File: src/rtl/uart_pkg.sv
// Shared types and constants for the UART transmit buffer and its FIFO core.
package uart_pkg;
   localparam int unsigned BYTE_W        = 8;
   localparam int unsigned DEFAULT_DEPTH = 16;

   typedef logic [BYTE_W-1:0] byte_t;

   typedef enum logic [1:0] {
      IDLE       = 2'd0,
      LAUNCH     = 2'd1,
      WAIT_START = 2'd2,
      WAIT_DONE  = 2'd3
   } tx_state_e;
endpackage

File: src/rtl/uart_tx_fifo_if.sv
// System-side push port plus transmitter handshake for uart_tx_fifo.
interface uart_tx_fifo_if
   import uart_pkg::*;
#(
   parameter int unsigned ADDR_W = 4
);
   logic            wr_en;
   byte_t           wr_data;
   logic            full;
   logic            empty;
   logic [ADDR_W:0] level;
   logic            overflow;
   logic            transmit_enable;
   byte_t           data_in;
   logic            tx_busy;
   logic            idle;

   modport master (
      output wr_en, wr_data, tx_busy,
      input  full, empty, level, overflow, transmit_enable, data_in, idle
   );

   modport slave (
      input  wr_en, wr_data, tx_busy,
      output full, empty, level, overflow, transmit_enable, data_in, idle
   );
endinterface

File: src/rtl/sync_fifo_core.sv
// Circular byte FIFO with registered level/full/empty flags and a drop-on-full
// overflow pulse.
module sync_fifo_core
   import uart_pkg::*;
#(
   parameter int unsigned DEPTH  = DEFAULT_DEPTH,
   parameter int unsigned ADDR_W = 4
) (
   input  logic            clk,
   input  logic            rst_n,
   input  logic            push_i,
   input  byte_t           push_data_i,
   input  logic            pop_i,
   output byte_t           pop_data_o,
   output logic            full_o,
   output logic            empty_o,
   output logic [ADDR_W:0] level_o,
   output logic            overflow_o
);
   localparam logic [ADDR_W:0] FULL_LEVEL = (ADDR_W + 1)'(DEPTH);

   byte_t             mem_q [DEPTH];
   logic [ADDR_W-1:0] wr_ptr_q, wr_ptr_d;
   logic [ADDR_W-1:0] rd_ptr_q, rd_ptr_d;
   logic [ADDR_W:0]   level_q, level_d;
   logic              full_q, empty_q, overflow_q;
   logic              do_push, do_pop;

   // Acceptance uses the registered flag, so a push while full is dropped
   // even when a pop frees a slot on the same edge.
   assign do_push = push_i && !full_q;
   assign do_pop  = pop_i && !empty_q;

   always_comb begin
      wr_ptr_d = wr_ptr_q;
      rd_ptr_d = rd_ptr_q;
      level_d  = level_q;
      if (do_push) wr_ptr_d = wr_ptr_q + 1'b1;
      if (do_pop)  rd_ptr_d = rd_ptr_q + 1'b1;
      unique case ({do_push, do_pop})
         2'b10:   level_d = level_q + 1'b1;
         2'b01:   level_d = level_q - 1'b1;
         default: level_d = level_q;
      endcase
   end

   always_ff @(posedge clk or negedge rst_n) begin
      if (!rst_n) begin
         wr_ptr_q   <= '0;
         rd_ptr_q   <= '0;
         level_q    <= '0;
         full_q     <= 1'b0;
         empty_q    <= 1'b1;
         overflow_q <= 1'b0;
      end else begin
         wr_ptr_q   <= wr_ptr_d;
         rd_ptr_q   <= rd_ptr_d;
         level_q    <= level_d;
         full_q     <= (level_d == FULL_LEVEL);
         empty_q    <= (level_d == '0);
         overflow_q <= push_i && full_q;
      end
   end

   always_ff @(posedge clk) begin
      if (do_push) mem_q[wr_ptr_q] <= push_data_i;
   end

   assign pop_data_o = mem_q[rd_ptr_q];
   assign full_o     = full_q;
   assign empty_o    = empty_q;
   assign level_o    = level_q;
   assign overflow_o = overflow_q;
endmodule

File: src/rtl/uart_tx_fifo.sv
// Transmit buffer: queues system bytes and launches them one at a time into the
// UART transmitter, holding each byte on data_in for the whole frame.
module uart_tx_fifo
   import uart_pkg::*;
#(
   parameter int unsigned DEPTH        = DEFAULT_DEPTH,
   parameter int unsigned ADDR_W       = 4,
   parameter int unsigned BUSY_TIMEOUT = 8
) (
   input  logic           clk,
   input  logic           rst_n,
   uart_tx_fifo_if.slave  bus
);
   localparam int unsigned      CNT_W   = (BUSY_TIMEOUT > 1) ? $clog2(BUSY_TIMEOUT) : 1;
   localparam logic [CNT_W-1:0] CNT_MAX = CNT_W'(BUSY_TIMEOUT - 1);

   tx_state_e        state_q;
   logic             te_q;
   byte_t            data_q;
   logic [CNT_W-1:0] cnt_q;
   logic             fifo_empty;
   logic             pop;
   byte_t            pop_data;

   sync_fifo_core #(
      .DEPTH  (DEPTH),
      .ADDR_W (ADDR_W)
   ) u_fifo (
      .clk         (clk),
      .rst_n       (rst_n),
      .push_i      (bus.wr_en),
      .push_data_i (bus.wr_data),
      .pop_i       (pop),
      .pop_data_o  (pop_data),
      .full_o      (bus.full),
      .empty_o     (fifo_empty),
      .level_o     (bus.level),
      .overflow_o  (bus.overflow)
   );

   assign pop = (state_q == IDLE) && !fifo_empty && !bus.tx_busy;

   always_ff @(posedge clk or negedge rst_n) begin
      if (!rst_n) begin
         state_q <= IDLE;
         te_q    <= 1'b0;
         data_q  <= '0;
         cnt_q   <= '0;
      end else begin
         te_q <= 1'b0;
         unique case (state_q)
            IDLE: begin
               if (pop) begin
                  data_q  <= pop_data;
                  state_q <= LAUNCH;
               end
            end
            LAUNCH: begin
               te_q    <= 1'b1;
               cnt_q   <= '0;
               state_q <= WAIT_START;
            end
            // A missed launch is retried with the same held byte, no new pop.
            WAIT_START: begin
               if (bus.tx_busy)         state_q <= WAIT_DONE;
               else if (cnt_q == CNT_MAX) state_q <= LAUNCH;
               else                     cnt_q   <= cnt_q + 1'b1;
            end
            WAIT_DONE: begin
               if (!bus.tx_busy) state_q <= IDLE;
            end
            default: state_q <= IDLE;
         endcase
      end
   end

   assign bus.empty           = fifo_empty;
   assign bus.transmit_enable = te_q;
   assign bus.data_in         = data_q;
   assign bus.idle            = fifo_empty && (state_q == IDLE) && !bus.tx_busy;
endmodule

File: src/flat_wrapper.sv
// flat-port wrapper written by rule: the top's interface ports become plain ports
module uart_tx_fifo_flat import uart_pkg::*;
#(
   parameter int unsigned DEPTH        = DEFAULT_DEPTH,
   parameter int unsigned ADDR_W       = 4,
   parameter int unsigned BUSY_TIMEOUT = 8
)
  (clk, rst_n, bus_wr_en, bus_wr_data, bus_tx_busy, bus_full, bus_empty, bus_level, bus_overflow, bus_transmit_enable, bus_data_in, bus_idle);
  uart_tx_fifo_if #(.ADDR_W(ADDR_W)) bus_i ();
  input  logic clk;
  input  logic rst_n;
  input wire logic [$bits(bus_i.wr_en)-1:0] bus_wr_en;
  input wire logic [$bits(bus_i.wr_data)-1:0] bus_wr_data;
  input wire logic [$bits(bus_i.tx_busy)-1:0] bus_tx_busy;
  output wire logic [$bits(bus_i.full)-1:0] bus_full;
  output wire logic [$bits(bus_i.empty)-1:0] bus_empty;
  output wire logic [$bits(bus_i.level)-1:0] bus_level;
  output wire logic [$bits(bus_i.overflow)-1:0] bus_overflow;
  output wire logic [$bits(bus_i.transmit_enable)-1:0] bus_transmit_enable;
  output wire logic [$bits(bus_i.data_in)-1:0] bus_data_in;
  output wire logic [$bits(bus_i.idle)-1:0] bus_idle;
  assign bus_i.wr_en = bus_wr_en;
  assign bus_i.wr_data = bus_wr_data;
  assign bus_i.tx_busy = bus_tx_busy;
  assign bus_full = bus_i.full;
  assign bus_empty = bus_i.empty;
  assign bus_level = bus_i.level;
  assign bus_overflow = bus_i.overflow;
  assign bus_transmit_enable = bus_i.transmit_enable;
  assign bus_data_in = bus_i.data_in;
  assign bus_idle = bus_i.idle;
  uart_tx_fifo #(.DEPTH(DEPTH), .ADDR_W(ADDR_W), .BUSY_TIMEOUT(BUSY_TIMEOUT)) u_core (.clk(clk), .rst_n(rst_n), .bus(bus_i));
endmodule
File: config.mk
export PLATFORM = sky130hd
export DESIGN_NAME = uart_tx_fifo_flat
export DESIGN_NICKNAME = d
export VERILOG_FILES = /design/src/rtl/uart_pkg.sv /design/src/rtl/uart_tx_fifo_if.sv /design/src/rtl/sync_fifo_core.sv /design/src/rtl/uart_tx_fifo.sv /design/src/flat_wrapper.sv
export SDC_FILE = /design/constraint.sdc
export NUM_CORES = 1
export LEC_CHECK = 0
export CORE_MARGIN = 2
export CORE_UTILIZATION = 40
export DETAILED_ROUTE_END_ITERATION = 6
export PLACE_DENSITY = 0.59
export SYNTH_ARGS = -nofsm -noshare
export SYNTH_HDL_FRONTEND = slang
export SYNTH_HIERARCHICAL = 1
export SYNTH_SLANG_ARGS = --single-unit
File: constraint.sdc
create_clock -name clk -period 4.1 [get_ports clk]
set_input_delay 0.82 -clock clk [delete_from_list [all_inputs] [get_ports clk]]
set_output_delay 0.82 -clock clk [all_outputs]
set_load 0.05 [all_outputs]
### Supply network, run 1

Pins as bars on the die edge. Tap cells in grey.
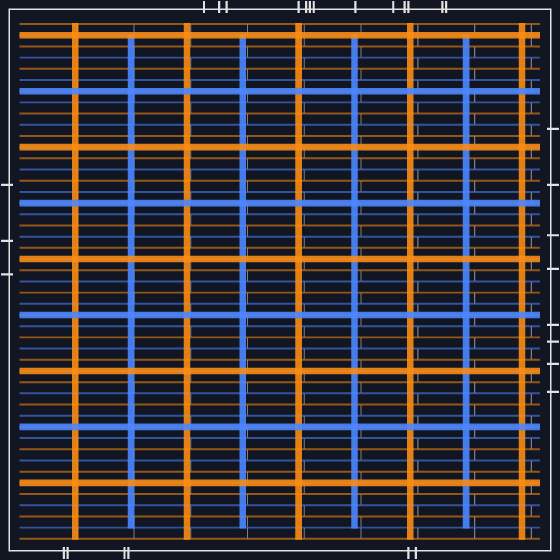
- VSS: orange
- VDD: blue
- met4 straps: 9
- tap cells: 216

### Routed clock nets over the placement, run 1

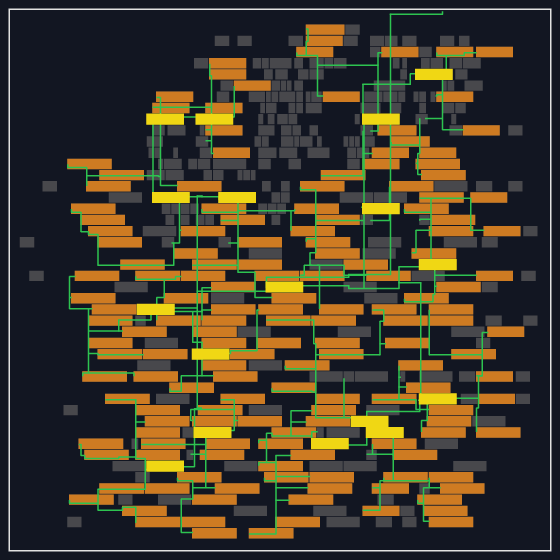
- clock wires: green (length 1770 um)
- cells driving clock nets: yellow (count 17)
- flip-flops: orange (count 158)
- routed clock nets: 18

==> results.yml, run 1 <==
# generated from flow reports
outcome:
  status: "completed"
floorplan:
  die-area_sq_um: 17230
  chipHeight_um: 131.3
  fp_util_pct: 40.92
  coreArea_sq_um: 15830
  die_width_um: 131.3
  rows: 46
finish:
  n_fill_cell: 1311
  drive_gt1_share_pct: 26.49
  syn2layout_area_growth_pct: 16.28
  largest_reg_flops: 128
  lay_top_cells: "edfxtp_1 (128), mux4_2 (40), clkdlybuf4s50_1 (29), dfrtp_1 (27)"
  layout.nets: 393
  num_antenna_cells: 0
  stdcell_area_sq_um: 7532
  regMostFlops: "u_core/u_fifo/mem_q"
  final_common_cell: "edfxtp_1"
  fin_util_pct: 47.59
  fin_cells: 601
drt:
  wl_met1_um: 5551
  firstDrtPassIters: 4
  routed.top_layer: "met4"
  route.met3.wl_um: 307
  first_iter_violations: 304
  wl_met2_um: 5427
  post_drt_wl_per_cell_um: 19.09
  drc: 0
  drt-total-wl_um: 11470
  vias_per_cell: 5.218
  ant_nets: 0
  vias: 3136
placed_design:
  routabilityCongestion: 0.7440
  hpwl_um: 7772
  dpl_cell_area_sq_um: 6994
  place_ws_ps: 191.3
  dp_cells: 569
  io_buffer_count: 29
logic_synthesis:
  syn-mean-instance-area_sq_um: 19.28
  ys_ff: 158
  async_flop_share_pct: 18.99
  edf_count: 128
  yosys.area.top_type: "edfxtp_1"
  logic_family: "multiplexers"
  fp_nets: 357
  netlist_top_cells_count: "edfxtp_1 (128), mux4_2 (40), dfrtp_1 (29), and2_1 (17), nand2_1 (11)"
  syn_inst: 336
  ys_sh_xor_pct: 1.352
  ys_seq_share_pct: 70.95
  ys_cells: 336
  topCellsByArea: "edfxtp_1 (59%), mux4_2 (14%), dfrtp_1 (11%), ha_1 (1.7%), and2_1 (1.6%)"
  ys_warn_count: 6
  yosys_most_used_dff: "edfxtp_1"
  mux_share_pct: 15.47
  yosys.area.top_type_share_pct: 59.34
  synth_top_cell_by_count: "edfxtp_1"
  ys_sh_aoi_pct: 2.878
  simple_gate_area_share_pct: 5.911
  adder_share_pct: 1.738
clocking:
  htreeDepth: 4
  cts_resized: 0
  cts_tree: "done"
  cts_root_buffer: "clkbuf_16"
  cts_made_buffers: 17
  cts.sinks: 158
  cts_setup_buffers: 0
  cts_buffer_depth: 2
  clk_latency_ps: 420
  ctsHoldBuffers: 0
  clk_pin_slew_ps: 60
final_timing:
  setup_tns_ps: 0
  worst_pin_slew_ps: 906.7
  hold_viol: 0
  grt_setup_unrepaired: "no"
  maxSlewHeadroom_pct: 39.37
  setup_viol: 0
  finClkSkew_ps: 8.825
  min_period_over_period_pct: 85.39
  whs_ps: 501.6
  fin_crit_ps: 3501
  timing.fmax_mhz: 285.6
  drv_slew: 0
global_route:
  met1_usage_pct: 19.97
  grt_pass1_vias: 3182
  grt_overflow: 0
  antenna_found_initial: 0
  met3_usage_pct: 3.241
  grt_max_degree: 36
  grtUsageMet2_pct: 21.55
  grt_pass1_wl_um: 18440
  grt.busiest_layer: "met2"
  grt.total_usage_pct: 14.27
worst_setup_path:
  worstSetupStartpointType: "input pin"
  critPathKind: "in -> reg"
  reg2reg_depth: 11
  critPathArrivalTime_ps: 3820
  r2r_slack_ps: 980
  critPathBufInv: 2
  crit_family: "simple AND/OR/NAND/NOR gates"
  worst_setup_path_end_kind: "flop"
  r2r-start: "u_core/state_q[1]"
  cp_max_fo: 9
  crit_path_cell_trace: "clkdlybuf4s50_1 > nor4_4 > nand2b_4 > inv_2 > nand2_1 > xnor2_1 > ha_1 > a21oi_1 > or3_4 > a2111o_1 > a31o_1 > nor4_1"
  cp.depth: 12
  crit_path_max_incr_delay_ps: 550
  cp_slowest_cell: "clkdlybuf4s50_1"
  crit_start: "bus_tx_busy"
run:
  maxCapViolations: 0
  log.warning_count: 29
pwr:
  swShare_pct: 33.52
  power_leakage_nw: 2.514
  power_switching_mw: 1.831
  p_total_mw: 5.461
  ir_drop_v: 0.0003319
  intPower_mw: 3.630
  pwr-share-clk_pct: 26.0
  power_frac_seq_pct: 43.0
  p_per_area_nw_per_um2: 725.0
  p_comb_share_pct: 31.0
worst_hold_path:
  whs_path_depth: 1
  hp-start: "u_core/u_fifo/level_o[4]"
  whs_endpoint: "u_core/u_fifo/level_o[4]"
  hold_path.class: "reg -> reg"
### Cells coloured by class, run 1

Bar = 50 um. Fill, decap, tap and diode cells in grey.
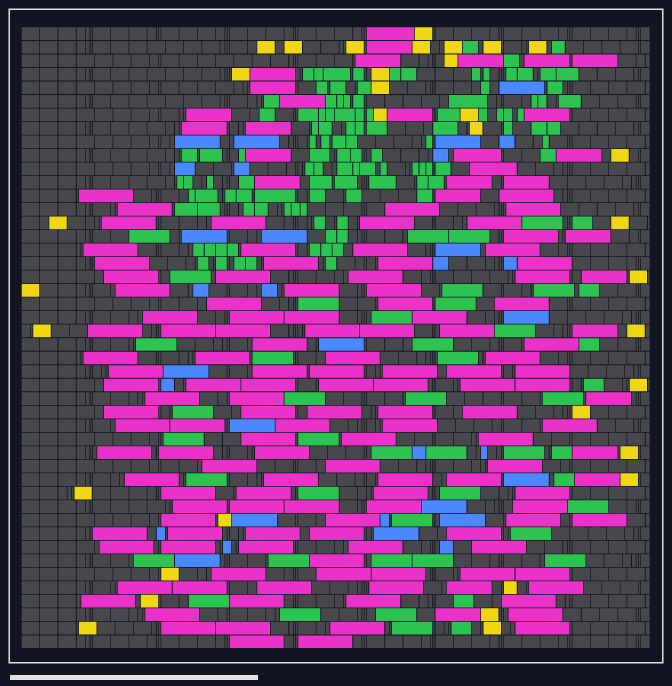
- all other logic: green (cells 161)
- other buffers and delay cells: yellow (cells 34)
- clock drivers and dummy loads: blue (cells 32)
- flip-flops: magenta (cells 158)

### Cell placement, run 1

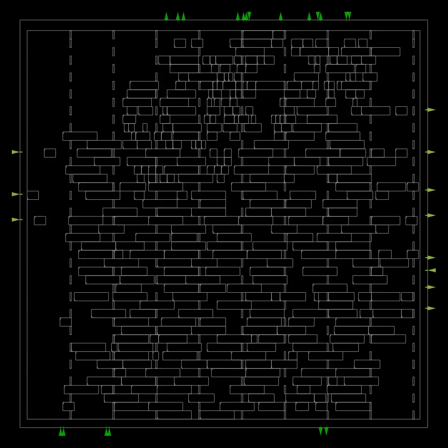
Tapcells: 216
Seq/total area: 61.05%

run 1: final cells by class:
type | instances | area (sq um) | share of cell area [%]
clock buffer | 17 | 425.4 | 5.648
inverter | 7 | 26.28 | 0.3488
multi-input combinational | 154 | 1772 | 23.52
timing repair buffer | 34 | 327.8 | 4.352
sequential | 158 | 4598 | 61.05
tap | 216 | 270.3 | 3.588
clock inverter | 15 | 112.6 | 1.495
run 1: power by group through the flow:
stage                     sequential, mW  clock [mW]  combinational (mW)
after floorplan                     2.43           0                1.16
after global placement              2.38           0                1.68
after detailed placement            2.39           0                1.70
after CTS                           2.36        1.45                1.71
after global routing                2.41        1.52                1.82
final                               2.35        1.42                1.69
==> run 1 -> run 2 <==
--- a/config.mk
+++ b/config.mk
@@ -5,8 +5,10 @@
 export SDC_FILE = /design/constraint.sdc
 export NUM_CORES = 1
 export LEC_CHECK = 0
+export ABC_CLOCK_PERIOD_IN_PS = 4100
 export CORE_MARGIN = 2
 export CORE_UTILIZATION = 40
+export CTS_CLUSTER_DIAMETER = 30
 export DETAILED_ROUTE_END_ITERATION = 6
 export PLACE_DENSITY = 0.59
 export SYNTH_ARGS = -nofsm -noshare
==> results.yml, run 2 <==
# generated from flow reports
logic_synthesis:
  fp_nets: 357
  ys_ff: 158
  edf_count: 128
  yosys_most_used_dff: "edfxtp_1"
  synth_top_cell_by_count: "edfxtp_1"
  yosys.area.top_type: "edfxtp_1"
  topCellsByArea: "edfxtp_1 (59%), mux4_2 (14%), dfrtp_1 (11%), ha_1 (1.7%), and2_1 (1.6%)"
  ys_warn_count: 6
  netlist_top_cells_count: "edfxtp_1 (128), mux4_2 (40), dfrtp_1 (29), and2_1 (17), nand2_1 (11)"
final_timing:
  fin_crit_ps: 3501
  timing.fmax_mhz: 285.6
  drv_slew: 0
  setup_tns_ps: 0
  whs_ps: 501.6
  setup_viol: 0
  maxSlewHeadroom_pct: 39.37
  finClkSkew_ps: 8.825
clocking:
  cts_resized: 0
  cts_made_buffers: 17
  cts.sinks: 158
  htreeDepth: 4
  cts_buffer_depth: 2
  cts_root_buffer: "clkbuf_16"
  ctsHoldBuffers: 0
  cts_setup_buffers: 0
finish:
  inverters: 7
  logic_gate_count: 154
  lay_top_cells: "edfxtp_1 (128), mux4_2 (40), clkdlybuf4s50_1 (29), dfrtp_1 (27)"
  layout.nets: 393
  stdcell_area_sq_um: 7532
  fin_cells: 601
  drive_gt1_share_pct: 26.49
  design.seq.count: 158
  n_fill_cell: 1311
  fin_util_pct: 47.59
  buffer_area_share_pct: 4.352
  final_common_cell: "edfxtp_1"
  largest_reg_flops: 128
  sh_comb_area_pct: 23.52
  syn2layout_area_growth_pct: 16.28
  clkCellAreaFrac_pct: 7.143
  buffers: 34
  seq_share_pct: 61.05
  clkbuf_count: 17
  largest_cell_class: "flip-flops and latches"
pwr:
  p_per_area_nw_per_um2: 725.0
  p_seq_mw: 2.35
  power_switching_mw: 1.831
  pwr-share-clk_pct: 26.0
  swShare_pct: 33.52
  p_comb_share_pct: 31.0
  p_total_mw: 5.461
  intPower_mw: 3.630
  comb_power_mw: 1.69
  ir_drop_v: 0.0003319
  power_leakage_nw: 2.514
drt:
  firstDrtPassIters: 4
  drt-total-wl_um: 11470
  post_drt_wl_per_cell_um: 19.09
  drc: 0
  first_iter_violations: 304
  vias: 3136
  wl_met2_um: 5427
  routed.top_layer: "met4"
worst_setup_path:
  crit_start: "bus_tx_busy"
  worstSetupStartpointType: "input pin"
  worst_setup_path_end_kind: "flop"
  r2r_slack_ps: 980
  critPathKind: "in -> reg"
worst_hold_path:
  hold_path.class: "reg -> reg"
  whs_endpoint: "u_core/u_fifo/level_o[4]"
  whs_path_depth: 1
  hp-start: "u_core/u_fifo/level_o[4]"
global_route:
  grt_overflow: 0
  antenna_found_initial: 0
  grt_pass1_vias: 3182
  grt.total_usage_pct: 14.27
placed_design:
  dpl_cell_area_sq_um: 6994
  routabilityCongestion: 0.7440
  hpwl_um: 7772
  place_ws_ps: 191.3
floorplan:
  fp_util_pct: 40.92
  coreArea_sq_um: 15830
  die-area_sq_um: 17230
  tap-cell-count: 216
run:
  maxCapViolations: 0
outcome:
  status: "completed"
## run 2: kinds of logic after synthesis
logic type / count (synthesis) / synth area share (%)
multiplexers: 49 / 15.47
XOR/XNOR: 10 / 1.352
AND-OR/OR-AND: 25 / 2.878
flip-flops: 158 / 70.95
AND/OR/NAND/NOR: 61 / 5.911
buffers and inverters: 24 / 1.700
adder cells (fa/ha/maj): 9 / 1.738
## run 2: worst max-delay path: stages
cell             delay, ps
clkdlybuf4s50_1        550
nor4_4                 340
nand2b_4               130
inv_2                  160
nand2_1                120
xnor2_1                150
ha_1                   250
a21oi_1                 70
or3_4                  350
a2111o_1               410
a31o_1                 240
nor4_1                 220
## run 2: layer usage
layer  track usage (%)  vias to the layer above
li1                  -                     1424
met3             3.241                       12
met2             21.55                       61
met4             6.341                        0
met1             19.97                     1639
met5                 0                        -
### Supply network, run 2

Pins as bars on the die edge. Tap cells in grey.
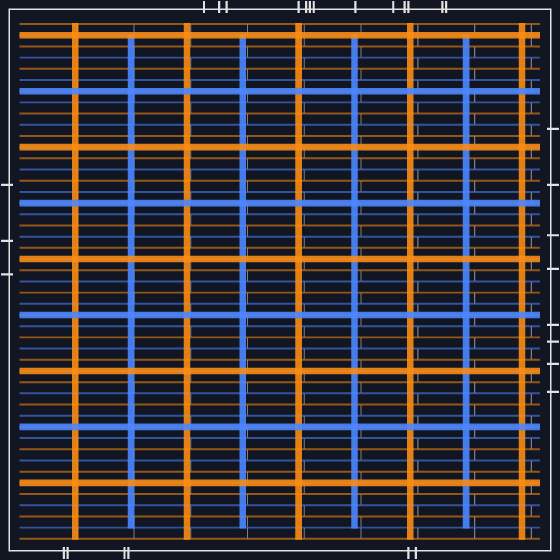
- VSS: orange
- VDD: blue
- met5 straps: 9
- signal pins: 30
- met4 straps: 9

### Routed clock nets over the placement, run 2

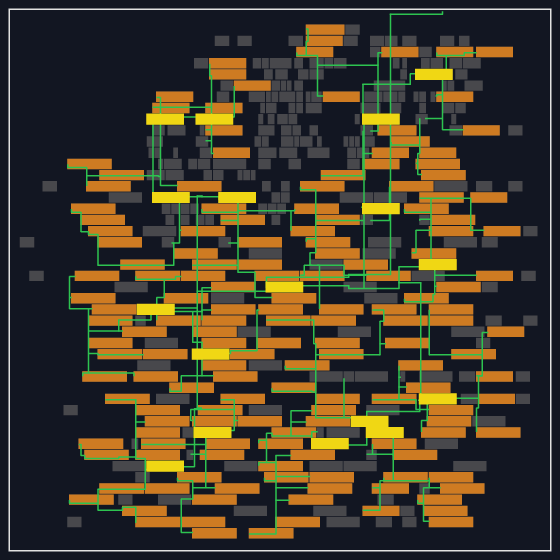
- flip-flops: orange (count 158)
- cells driving clock nets: yellow (count 17)
- clock wires: green (length 1770 um)
- routed clock nets: 18
- flops lie: spread over the die

==> run 2 -> run 3 <==
--- a/config.mk
+++ b/config.mk
@@ -9,8 +9,9 @@
 export CORE_MARGIN = 2
 export CORE_UTILIZATION = 40
 export CTS_CLUSTER_DIAMETER = 30
+export CTS_CLUSTER_SIZE = 24
 export DETAILED_ROUTE_END_ITERATION = 6
-export PLACE_DENSITY = 0.59
+export SLEW_MARGIN = 10
 export SYNTH_ARGS = -nofsm -noshare
 export SYNTH_HDL_FRONTEND = slang
 export SYNTH_HIERARCHICAL = 1
==> results.yml, run 3 <==
# generated from flow reports
final_timing:
  setup_tns_ps: 0
  grt_setup_unrepaired: "no"
  whs_ps: 509.4
  timing.fmax_mhz: 290.4
  maxSlewHeadroom_pct: 39.71
  drv_slew: 0
  setup_ws_ps: 656.7
  min_period_over_period_pct: 83.98
  worst_pin_slew_ps: 904.3
  hold_viol: 0
  setup_viol: 0
  finClkSkew_ps: 8.684
  fin_crit_ps: 3443
finish:
  n_fill_cell: 1290
  syn2layout_area_growth_pct: 16.71
  final_common_cell: "edfxtp_1"
  regArea_sq_um: 4598
  largest_reg_flops: 128
  lay_top_cells: "edfxtp_1 (128), mux4_2 (40), clkdlybuf4s50_1 (29), dfrtp_1 (27)"
  drive_gt1_share_pct: 26.30
  num_antenna_cells: 0
  layout.nets: 392
  fin_util_pct: 47.76
  logic_area_sq_um: 1772
  stdcell_area_sq_um: 7560
  fin_cells: 600
  regMostFlops: "u_core/u_fifo/mem_q"
global_route:
  grt_max_degree: 36
  grtUsageMet2_pct: 21.43
  met1_usage_pct: 19.47
  grt_overflow: 0
  grt_pass1_vias: 3211
  grt.busiest_layer: "met2"
  grt.total_usage_pct: 14.08
  met3_usage_pct: 3.125
  grt_pass1_wl_um: 18240
  antenna_found_initial: 0
outcome:
  status: "completed"
clocking:
  cts.sinks: 158
  cts_setup_buffers: 0
  cts_root_buffer: "clkbuf_16"
  cts_tree: "done"
  cts_buffer_depth: 2
  htreeDepth: 4
  clk_latency_ps: 420
  cts_made_buffers: 17
  clk_pin_slew_ps: 60
  ctsHoldBuffers: 0
  cts_resized: 0
worst_setup_path:
  reg2reg_depth: 11
  crit_path_cell_trace: "clkdlybuf4s50_1 > nor4_4 > nand2b_4 > inv_2 > nand2_1 > xnor2_1 > ha_1 > a21oi_1 > or3_4 > a2111o_1 > a31o_1 > nor4_1"
  rr_endpoint: "u_core/u_fifo/empty_o"
  r2r-start: "u_core/state_q[1]"
  cp.depth: 12
  crit_path_max_incr_delay_ps: 540
  worstPathRequired_ps: 4420
  worst_setup_path_end_kind: "flop"
  cp_slowest_cell: "clkdlybuf4s50_1"
  worstSetupStartpointType: "input pin"
  critPathKind: "in -> reg"
  critPathArrivalTime_ps: 3760
  critPathBufInv: 2
  r2r_slack_ps: 1030
  crit_start: "bus_tx_busy"
  crit_family: "simple AND/OR/NAND/NOR gates"
  critical_path.endpoint: "u_core/u_fifo/empty_o"
  cp_max_fo: 9
worst_hold_path:
  hold_path.class: "reg -> reg"
  hp-start: "u_core/bus.data_in[2]"
  whs_path_depth: 1
  whs_endpoint: "u_core/bus.data_in[2]"
placed_design:
  hpwl_um: 7662
  place_ws_ps: 234.2
  io_buffer_count: 29
  dpl_cell_area_sq_um: 6987
  dp_cells: 568
  routabilityCongestion: 0.7485
floorplan:
  io_pins: 30
  fp_util_pct: 40.92
  die_width_um: 131.3
  chipHeight_um: 131.3
  coreArea_sq_um: 15830
  die-area_sq_um: 17230
  rows: 46
pwr:
  power_leakage_nw: 2.527
  p_total_mw: 5.545
  ir_drop_v: 0.0003378
  p_per_area_nw_per_um2: 733.5
logic_synthesis:
  fp_nets: 357
  synth_top_cell_by_count: "edfxtp_1"
  adder_share_pct: 1.738
  ys_ff: 158
  yosys.area.top_type: "edfxtp_1"
  syn-cell-area_sq_um: 6477
  syn-mean-instance-area_sq_um: 19.28
  netlist_top_cells_count: "edfxtp_1 (128), mux4_2 (40), dfrtp_1 (29), and2_1 (17), nand2_1 (11)"
  mux_share_pct: 15.47
  ys_seq_share_pct: 70.95
  async_flop_share_pct: 18.99
  ys_area_sq_um: 6477
  simple_gate_area_share_pct: 5.911
  ys_cells: 336
  logic_family: "multiplexers"
  topCellsByArea: "edfxtp_1 (59%), mux4_2 (14%), dfrtp_1 (11%), ha_1 (1.7%), and2_1 (1.6%)"
  ys_warn_count: 6
  syn_inst: 336
  ys_sh_xor_pct: 1.352
  yosys.area.top_type_share_pct: 59.34
  ys_sh_aoi_pct: 2.878
  post_synth_num_cell_types: 47
  edf_count: 128
  yosys_most_used_dff: "edfxtp_1"
drt:
  first_iter_violations: 299
  drt-total-wl_um: 11340
  post_drt_wl_per_cell_um: 18.90
  firstDrtPassIters: 4
  ant_nets: 0
  vias_per_cell: 5.217
  drc: 0
  vias: 3130
run:
  maxCapViolations: 0
  log.warning_count: 29
[run 3: power by group]
group,total (mW),internal (mW),switching (mW)
logic,1.69,0.837,0.855
registers,2.35,2.01,0.340
clock network,1.50,0.865,0.636
[run 3: metal layers]
metal,vias to the layer above,share of wire [%]
li1,1418,-
met1,1638,47
met2,59,48
met3,15,3.3
met4,0,1.8
met5,-,0
[run 3: area by class of cell]
cell class | instances | area share, %
sequential | 158 | 60.82
timing repair buffer | 33 | 4.237
inverter | 7 | 0.3476
tap | 216 | 3.575
multi-input combinational | 154 | 23.44
clock inverter | 13 | 1.721
clock buffer | 19 | 5.859
### Cells coloured by class, run 3

Bar = 50 um. Fill, decap, tap and diode cells in grey.
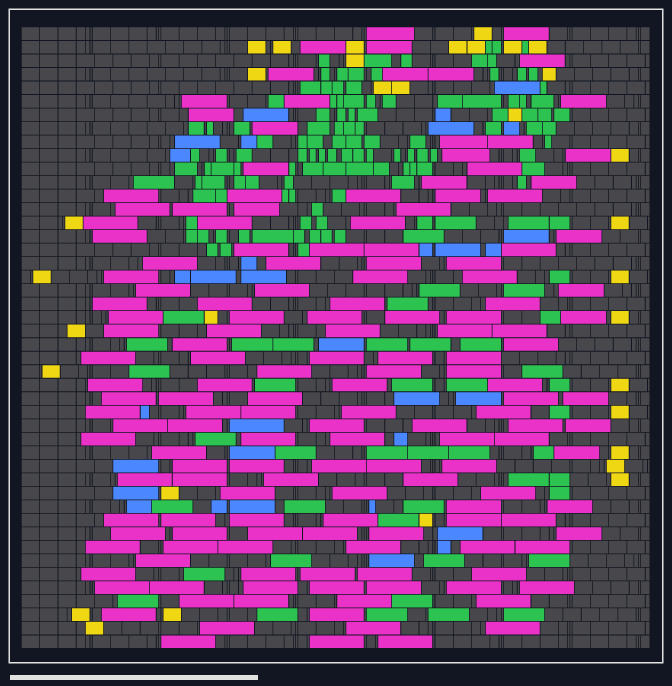
- other buffers and delay cells: yellow (cells 33)
- flip-flops: magenta (cells 158)
- clock drivers and dummy loads: blue (cells 32)
- all other logic: green (cells 161)

### Met2 routing, run 3

Bar = 50 um.
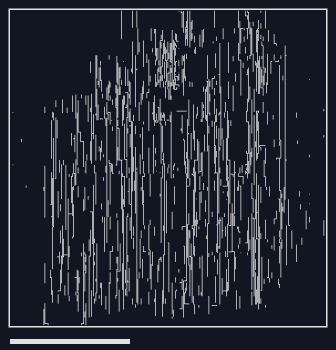
- main direction: vertical
- longest straight run: 63.9 um
- share of all routed wire: 48%

Power and IR drop assume default switching activity.
